### src/rtl/prewish_pkg.sv
// rtl/prewish_pkg.sv - shared FSM encoding and playlist constant for the mask arbiter
package prewish_pkg;

    typedef enum logic [1:0] {
        ST_IDLE    = 2'd0,
        ST_SEND    = 2'd1,
        ST_HOLDOFF = 2'd2
    } state_t;

    localparam int PLAYLIST_LEN = 8;

    // Entry i lives in slice [i]; entry 0 is the rightmost byte.
    localparam logic [PLAYLIST_LEN-1:0][7:0] PLAYLIST = {
        8'hE0, 8'hCC, 8'hD5, 8'hD4, 8'hFF, 8'hA8, 8'hA0, 8'h80
    };

endpackage

### src/rtl/prewish_tick_gen.sv
// rtl/prewish_tick_gen.sv - free-running period counter producing a one-cycle wrap tick
module prewish_tick_gen #(
    parameter int AUTO_PERIOD_BITS = 28
) (
    input  logic CLK_I,
    input  logic RST_I,
    input  logic enable_i,
    output logic tick_o
);

    logic [AUTO_PERIOD_BITS-1:0] cnt_q;

    // Count while enabled; disabling restarts the period from zero.
    always_ff @(posedge CLK_I) begin
        if (RST_I) begin
            cnt_q <= '0;
        end else if (!enable_i) begin
            cnt_q <= '0;
        end else begin
            cnt_q <= cnt_q + 1'b1;
        end
    end

    // The tick marks the cycle whose edge wraps the counter from all-ones to zero.
    assign tick_o = enable_i & ~RST_I & (&cnt_q);

endmodule

### src/rtl/prewish_mask_arbiter.sv
// rtl/prewish_mask_arbiter.sv - arbitrates button and timed playlist masks onto one write port
module prewish_mask_arbiter
    import prewish_pkg::*;
#(
    parameter int HOLDOFF_CYCLES   = 8,
    parameter int AUTO_PERIOD_BITS = 28,
    parameter int ALIVE_BITS       = 23
) (
    input  logic       CLK_I,
    input  logic       RST_I,
    input  logic       i_btn_stb,
    input  logic [7:0] i_btn_dat,
    input  logic       i_auto_en,
    output logic       STB_O,
    output logic [7:0] DAT_O,
    output logic       o_btn_ack,
    output logic       o_busy,
    output logic       o_alive
);

    localparam logic [7:0] HOLD_LOAD = 8'(HOLDOFF_CYCLES - 1);

    state_t                state_q;
    logic [7:0]            hold_cnt_q;
    logic                  btn_pend_q;
    logic [7:0]            btn_data_q;
    logic                  auto_pend_q;
    logic [2:0]            idx_q;
    logic [ALIVE_BITS-1:0] alive_q;
    logic                  stb_q;
    logic [7:0]            dat_q;
    logic                  ack_q;
    logic                  auto_tick;
    logic                  grant_btn_d;
    logic                  grant_auto_d;

    prewish_tick_gen #(
        .AUTO_PERIOD_BITS(AUTO_PERIOD_BITS)
    ) u_tick_gen (
        .CLK_I   (CLK_I),
        .RST_I   (RST_I),
        .enable_i(i_auto_en),
        .tick_o  (auto_tick)
    );

    // Button always wins a grant; the playlist only goes when no button mask waits.
    assign grant_btn_d  = (state_q == ST_IDLE) & btn_pend_q;
    assign grant_auto_d = (state_q == ST_IDLE) & ~btn_pend_q & auto_pend_q;

    // Pending flags: a fresh button pulse beats its own grant so it is never lost.
    always_ff @(posedge CLK_I) begin
        if (RST_I) begin
            btn_pend_q  <= 1'b0;
            btn_data_q  <= 8'h00;
            auto_pend_q <= 1'b0;
        end else begin
            if (i_btn_stb) begin
                btn_pend_q <= 1'b1;
                btn_data_q <= i_btn_dat;
            end else if (grant_btn_d) begin
                btn_pend_q <= 1'b0;
            end

            if (!i_auto_en) begin
                auto_pend_q <= 1'b0;
            end else if (grant_auto_d) begin
                auto_pend_q <= 1'b0;
            end else if (auto_tick) begin
                auto_pend_q <= 1'b1;
            end
        end
    end

    // Write sequencer: one strobe cycle followed by a fixed idle holdoff.
    always_ff @(posedge CLK_I) begin
        if (RST_I) begin
            state_q    <= ST_IDLE;
            hold_cnt_q <= 8'h00;
            idx_q      <= 3'd0;
            stb_q      <= 1'b0;
            dat_q      <= 8'h00;
            ack_q      <= 1'b0;
        end else begin
            stb_q <= 1'b0;
            ack_q <= 1'b0;
            case (state_q)
                ST_IDLE: begin
                    if (grant_btn_d) begin
                        state_q <= ST_SEND;
                        stb_q   <= 1'b1;
                        ack_q   <= 1'b1;
                        dat_q   <= btn_data_q;
                    end else if (grant_auto_d) begin
                        state_q <= ST_SEND;
                        stb_q   <= 1'b1;
                        dat_q   <= PLAYLIST[idx_q];
                        idx_q   <= idx_q + 3'd1;
                    end
                end
                ST_SEND: begin
                    state_q    <= ST_HOLDOFF;
                    hold_cnt_q <= HOLD_LOAD;
                end
                ST_HOLDOFF: begin
                    if (hold_cnt_q == 8'h00) begin
                        state_q <= ST_IDLE;
                    end else begin
                        hold_cnt_q <= hold_cnt_q - 8'h01;
                    end
                end
                default: state_q <= ST_IDLE;
            endcase
        end
    end

    // Heartbeat counter; its MSB shows the clock is running.
    always_ff @(posedge CLK_I) begin
        if (RST_I) begin
            alive_q <= '0;
        end else begin
            alive_q <= alive_q + 1'b1;
        end
    end

    assign STB_O     = stb_q;
    assign DAT_O     = dat_q;
    assign o_btn_ack = ack_q;
    assign o_busy    = (state_q != ST_IDLE);
    assign o_alive   = alive_q[ALIVE_BITS-1];

endmodule

### config.mk
export PLATFORM = sky130hd
export DESIGN_NAME = prewish_mask_arbiter
export DESIGN_NICKNAME = d
export VERILOG_FILES = /design/src/rtl/prewish_pkg.sv /design/src/rtl/prewish_tick_gen.sv /design/src/rtl/prewish_mask_arbiter.sv
export SDC_FILE = /design/constraint.sdc
export NUM_CORES = 1
export LEC_CHECK = 0
export CORE_ASPECT_RATIO = 1.75
export CORE_MARGIN = 1
export CORE_UTILIZATION = 40
export CTS_CLUSTER_DIAMETER = 30
export DETAILED_ROUTE_END_ITERATION = 16
export PLACE_DENSITY = 0.65
export REMOVE_ABC_BUFFERS = 1
export SYNTH_ARGS = -nofsm -noshare
export SYNTH_HDL_FRONTEND = slang
export SYNTH_SLANG_ARGS = --single-unit
### constraint.sdc
create_clock -name CLK_I -period 3.3 [get_ports CLK_I]
set_clock_uncertainty 0.1 [all_clocks]
set_input_delay 0.66 -clock CLK_I [delete_from_list [all_inputs] [get_ports CLK_I]]
set_output_delay 0.66 -clock CLK_I [all_outputs]
set_load 0.05 [all_outputs]
==> run notes, run 1 <==
run metrics: Reg clk slew, reported paths 0.07 ns, DRT Pass-1 Iters 4, post-cts gate resize count 0, Die H 135 um, I/O pin total 24, met3 Use GR 2.77%, Core Rows 48, Filler Cells Inserted 983, number of buffers added to fix hold violations after cts 0, Avg Synthesized Cell Area 8.64 um^2, cell total in the yosys stat output 466, total of max-cap violations 0, layout-stage area growth over the synthesis result 14.8%, Met1 Wirelength 3.35 mm, EDFF count, synth 0, placeable core area 9850 um^2, capture instance of the worst register-to-register path u_tick_gen.cnt_q[21], GRT Overall Usage 16.5%, Max FO, Critical Path 12, power dissipated by switching net loads 0.555 mW, cell area after technology mapping 4030 um^2, Max Clock Freq 369 MHz, hold path endpoint DAT_O[2], Top Metal Used met4, endpoint required time on the critical path 2.54 ns, tool warnings 26, total chip power 2.26 mW, met1 routing resource usage after global routing 17.5%, wire length of the first global-routing pass 13.9 mm, Insertion Delay late pin 0.34 ns, Slew headroom 36.7%, final-stage net count 499, Max VDD drop 0.327 mV, root buf cell sky130_fd_sc_hd__clkbuf_16, result of the run complete, no violations, FF-to-FF setup slack 0.98 ns, Max Root-Sink Buffers 2, total congestion overflow 0, worst slew pin tran 0.941 ns, clock share of power 41.4%, Routed WL 7.91 mm, YS chip area 4030 um^2, initial detailed-routing violation count 175, number of buffers inserted to repair setup after CTS 0, register share after synthesis 45.2%, Registers, synthesis 91, clk sink count 91, TritonCTS clock tree built, gpl congestion 0.796, port bufs 23
[run 1: power by group through the flow]
stage               Combinational [mW]  Clock [mW]  Sequential [mW]
floorplan                       0.0810           0             1.20
global placement                 0.175           0             1.17
detailed placement               0.177           0             1.17
CTS                              0.179       0.964             1.15
global route                     0.194        1.01             1.15
finish                           0.177       0.936             1.15
[run 1: cells by family after synthesis]
| kind of cell | Yosys count | synth area share (%) |
|---|---|---|
| buffers and inverters | 37 | 3.51 |
| AND/OR/NAND/NOR | 212 | 28.2 |
| XOR/XNOR | 25 | 5.44 |
| adder cells (fa/ha/maj) | 6 | 1.80 |
| multiplexers | 13 | 3.33 |
| AND-OR/OR-AND | 82 | 12.5 |
| flip-flops | 91 | 45.2 |
[run 1: cell usage after synthesis (all sizes together), types with 4 or more instances]
library cell  instances  area share, %
a21oi                35            4.4
or3                  14            2.2
nor4                  5           0.78
clkbuf               16            1.5
xor2                 12            2.6
and4                  8            1.7
xnor2                13            2.8
mux2i                10            2.5
nand3                22            2.7
nor3                 15            1.9
o221ai                4           0.87
nand2                28            2.6
nand4                10            1.6
nand2b                5           0.78
dfxtp                91             45
nor2                 61            5.7
or4                  14            2.6
nand3b                7            1.3
and2                  5           0.78
o21ai                16            2.0
o31ai                 7            1.3
ha                    5            1.6
nor2b                 8            1.2
inv                  15            1.4
buf                   6           0.62
[run 1: state kept, by name, indices dropped and copies added, names as in the netlist, named ones only]
signal            cells
DAT_O                 8
STB_O                 1
alive_q              23
auto_pend_q           1
btn_data_q            8
btn_pend_q            1
hold_cnt_q            8
idx_q                 3
o_btn_ack             1
state_q               2
u_tick_gen.cnt_q     28
[run 1: area by class of cell]
| class | count | area (um^2) | share of cell area (%) |
|---|---|---|---|
| repair buffers | 27 | 255 | 5.52 |
| flip-flops and latches | 91 | 1820 | 39.4 |
| clock inverters | 6 | 40.0 | 0.866 |
| inverters | 15 | 56.3 | 1.22 |
| well taps | 125 | 156 | 3.38 |
| clock buffers | 10 | 229 | 4.95 |
| multi-input cells | 338 | 2060 | 44.6 |
[run 1: worst max-delay path, cell delays in order, from the launching register on]
cell	delay [ns]
sky130_fd_sc_hd__dfxtp_1	0.55
sky130_fd_sc_hd__nor2_1	0.10
sky130_fd_sc_hd__inv_1	0.14
sky130_fd_sc_hd__clkdlybuf4s50_1	0.82
[run 1: worst max path at each step]
stage / endpoint / from / cells past startpoint / slack [ns]
2_1_floorplan: DAT_O[0] / state_q[0] / 5 / 1.20
3_3_place_gp: o_busy / state_q[0] / 3 / 0.99
3_5_place_dp: o_busy / state_q[0] / 3 / 0.96
4_1_cts: o_busy / state_q[0] / 3 / 0.58
5_1_grt: o_busy / state_q[0] / 3 / 0.48
6_report: o_busy / state_q[0] / 3 / 0.59
[run 1: metrics by stage]
| step | cells | area, um^2 |
|---|---|---|
| after floorplan | 444 | 3940 |
| after global placement | 596 | 4350 |
| after detailed placement | 596 | 4350 |
| after CTS | 612 | 4620 |
| after global routing | 612 | 4620 |
| final | 612 | 4620 |
### Placement by cell class, run 1

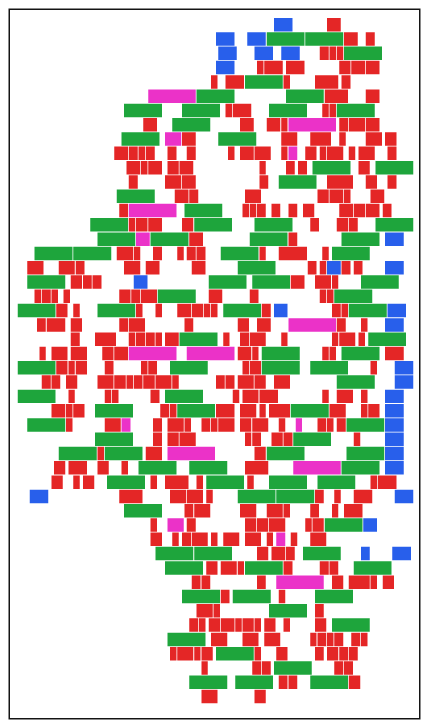
- magenta: clock drivers and dummy loads (cells 16; share of their area 6.0%)
- red: all other logic (cells 353; share of their area 47%)
- blue: other buffers and delay cells (cells 27; share of their area 5.7%)
- green: flip-flops (cells 91; share of their area 41%)

### Where the registers sit, run 1

Bar = 20 um. Other sequential cells in the stronger gray, the rest of the logic in the fainter gray.
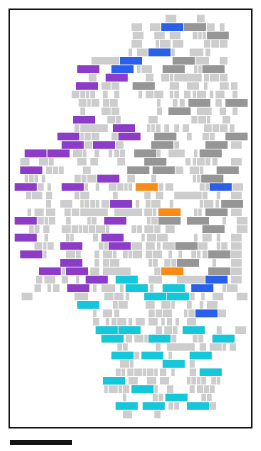
- orange: idx_q (sequential cells 3)
- cyan: alive_q (sequential cells 23)
- purple: u_tick_gen.cnt_q (sequential cells 28)
- blue: btn_data_q (sequential cells 8)
register fraction of the total cell area: 39.4%
share of the core filled with cells: 46.9%

### Clock distribution, run 1

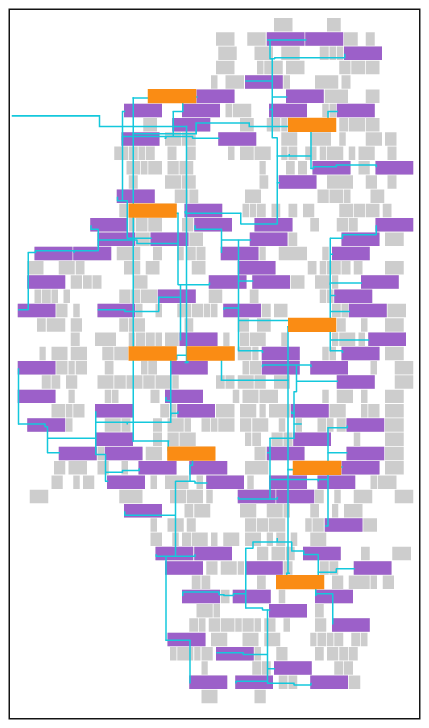
- orange: cells driving clock nets (count 9)
- cyan: clock wires (length 1050 um)
- purple: flip-flops (count 91)
- flops lie: spread over the die
- routed clock nets: 10

### Drive-strength map, run 1

Bar = 20 um.
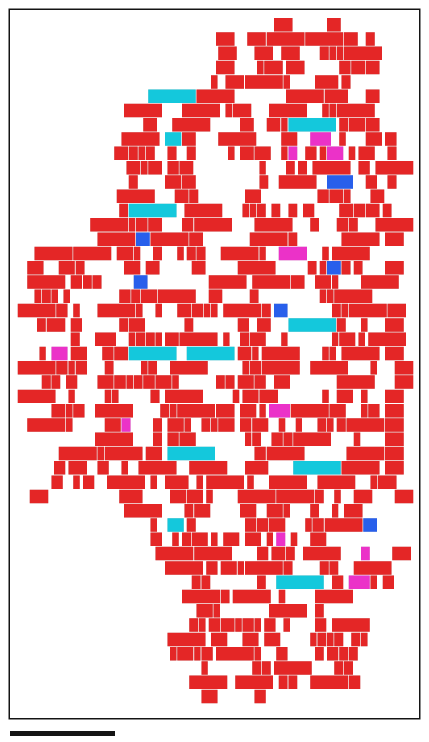

==> inputs of run 2 (changes only) <==
==> constraint.sdc (replaced) <==
create_clock -name CLK_I -period 2.6 [get_ports CLK_I]
set_clock_uncertainty 0.1 [all_clocks]
set_input_delay 0.52 -clock CLK_I [delete_from_list [all_inputs] [get_ports CLK_I]]
set_output_delay 0.52 -clock CLK_I [all_outputs]
set_load 0.05 [all_outputs]
### Drive-strength map, run 2

Bar = 20 um.
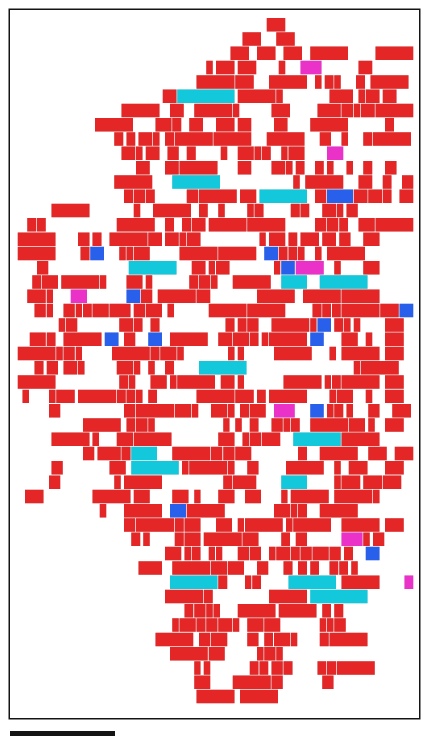
- red: drive 1 or less (cells 459; share 93%; most used dfxtp_1)
- magenta: drive 2 (cells 7; share 1.4%; most used mux2_2)
- cyan: drive 6 and up (cells 14; share 2.8%; most used clkbuf_16)
- blue: drive 3 to 4 (cells 13; share 2.6%; most used buf_4)

### Where the registers sit, run 2

Bar = 20 um. Other sequential cells in the stronger gray, the rest of the logic in the fainter gray.
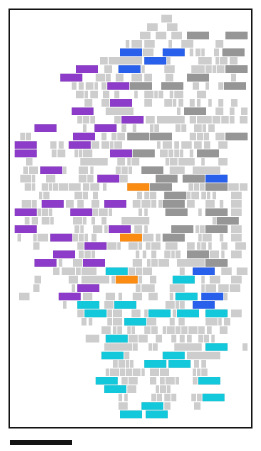
- purple: u_tick_gen.cnt_q (sequential cells 28)
- cyan: alive_q (sequential cells 23)
- orange: idx_q (sequential cells 3)
- blue: btn_data_q (sequential cells 8)
share of the core filled with cells: 48.1%
power attributed to sequential cells: 1.46 mW
register fraction of the total cell area: 38.5%
combined flip-flop and latch cell area: 1820 um^2

==> run notes, run 2 <==
run metrics: total congestion overflow 0 (unchanged), Avg Synthesized Cell Area 8.64 um^2 (unchanged), number of buffers inserted to repair setup after CTS 0 (unchanged), total of max-cap violations 0 (unchanged), port bufs 23 (unchanged), post-cts gate resize count 0 (unchanged), number of buffer and inverter instances along the worst setup path 1 (-1), post-detailed-placement cell area 4400 um^2 (+0.98%), source of the critical timing path DAT_O[6], most common cell in the synthesized netlist sky130_fd_sc_hd__dfxtp_1, capture instance of the worst register-to-register path hold_cnt_q[5], result of the run complete, no violations, layout-stage area growth over the synthesis result 17.6%, clk sink count 91 (unchanged), area fraction in mux cells 3.33% (unchanged), placeable core area 9850 um^2 (unchanged), Max FO, Critical Path 3 (-9), endpoint required time on the critical path 1.98 ns (-0.56 ns), CP top delay family buffers and inverters, fraction of post-synthesis cell area in the top cell type by area 45.2% (unchanged), number of buffers added to fix hold violations after cts 0 (unchanged), Filler Cells Inserted 953 (-3.1%), cell total in the yosys stat output 466 (unchanged), final-stage net count 505 (+1.2%), Die H 135 um (unchanged), FF-to-FF setup slack 0.49 ns (-0.49 ns), I/O pin total 24 (unchanged), share of synthesized cell area in and, or, nand and nor gates 28.2% (unchanged), hold path endpoint alive_q[0], Worst path max stage delay 0.81 ns (about the same), Reg clk slew, reported paths 0.07 ns (about the same), Adder-Cell Fraction of Synth Area 1.80% (unchanged), Routed WL 7.98 mm (+0.85%), DRT Pass-1 Iters 4 (unchanged), biggest registers after layout u_tick_gen.cnt_q (28), alive_q (23), cell count after placement 602 (+1.0%), register share after synthesis 45.2% (unchanged)
### Clock distribution, run 2

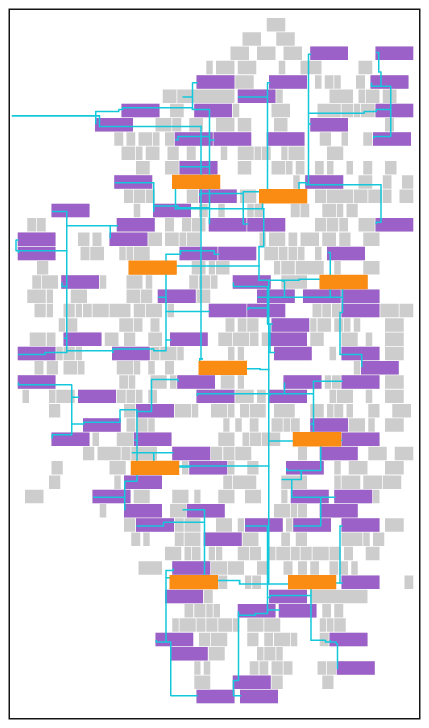
- orange: cells driving clock nets (count 9)
- cyan: clock wires (length 1070 um)
- purple: flip-flops (count 91)
- flops lie: spread over the die

run 2: layout make-up:
type | count | area, um^2 | area share, %
inverters | 15 | 56.3 | 1.19
flip-flops and latches | 91 | 1820 | 38.5
repair buffers | 33 | 298 | 6.29
clock inverters | 3 | 68.8 | 1.45
multi-input cells | 338 | 2060 | 43.6
well taps | 125 | 156 | 3.30
clock buffers | 13 | 270 | 5.71
run 2: worst max-delay path by stage:
| stage | endpoint | slack [ns] | cells past startpoint |
|---|---|---|---|
| floorplan | DAT_O[0] | 0.50 | 5 |
| global placement | hold_cnt_q[5] | 0.53 | 4 |
| detailed placement | hold_cnt_q[5] | 0.49 | 4 |
| CTS | DAT_O[3] | 0.43 | 1 |
| global route | hold_cnt_q[5] | 0.38 | 4 |
| finish | DAT_O[6] | 0.46 | 1 |
run 2: power breakdown:
group          switching [mW]  internal [mW]  total (mW)
Combinational           0.139         0.0928       0.232
Clock                   0.514          0.923        1.44
Sequential             0.0284           1.43        1.46
run 2: metal layers:
layer	up-vias	part of all wire [%]	wire (um)	global-route usage [%]
met5	-	0	0	0
met4	0	2.0	161	7.13
met3	15	2.8	223	4.19
met2	39	53	4250	30.6
met1	1584	42	3340	16.3
li1	1718	-	-	-
run 2: per-stage QoR:
stage          utilization (%)  hold slack [ns]  power [mW]
2_1_floorplan                -            0.330        1.62
3_3_place_gp              44.6            0.342        1.71
3_5_place_dp              44.6            0.357        1.72
4_1_cts                   48.1            0.371        3.17
5_1_grt                   48.1            0.407        3.25
6_report                  48.1            0.366        3.12
run 2: cell families (layout without fill, tap and decap cells):
logic type / count (synthesis) / count (layout)
and+or+nand+nor: 212 / 212
DFF: 91 / 91
AOI/OAI and AO/OA: 82 / 82
buffers and inverters: 37 / 64
xor gates and xnor gates: 25 / 25
muxes: 13 / 13
adders and majority gates: 6 / 6
Power is estimated from default activity; no workload was simulated.
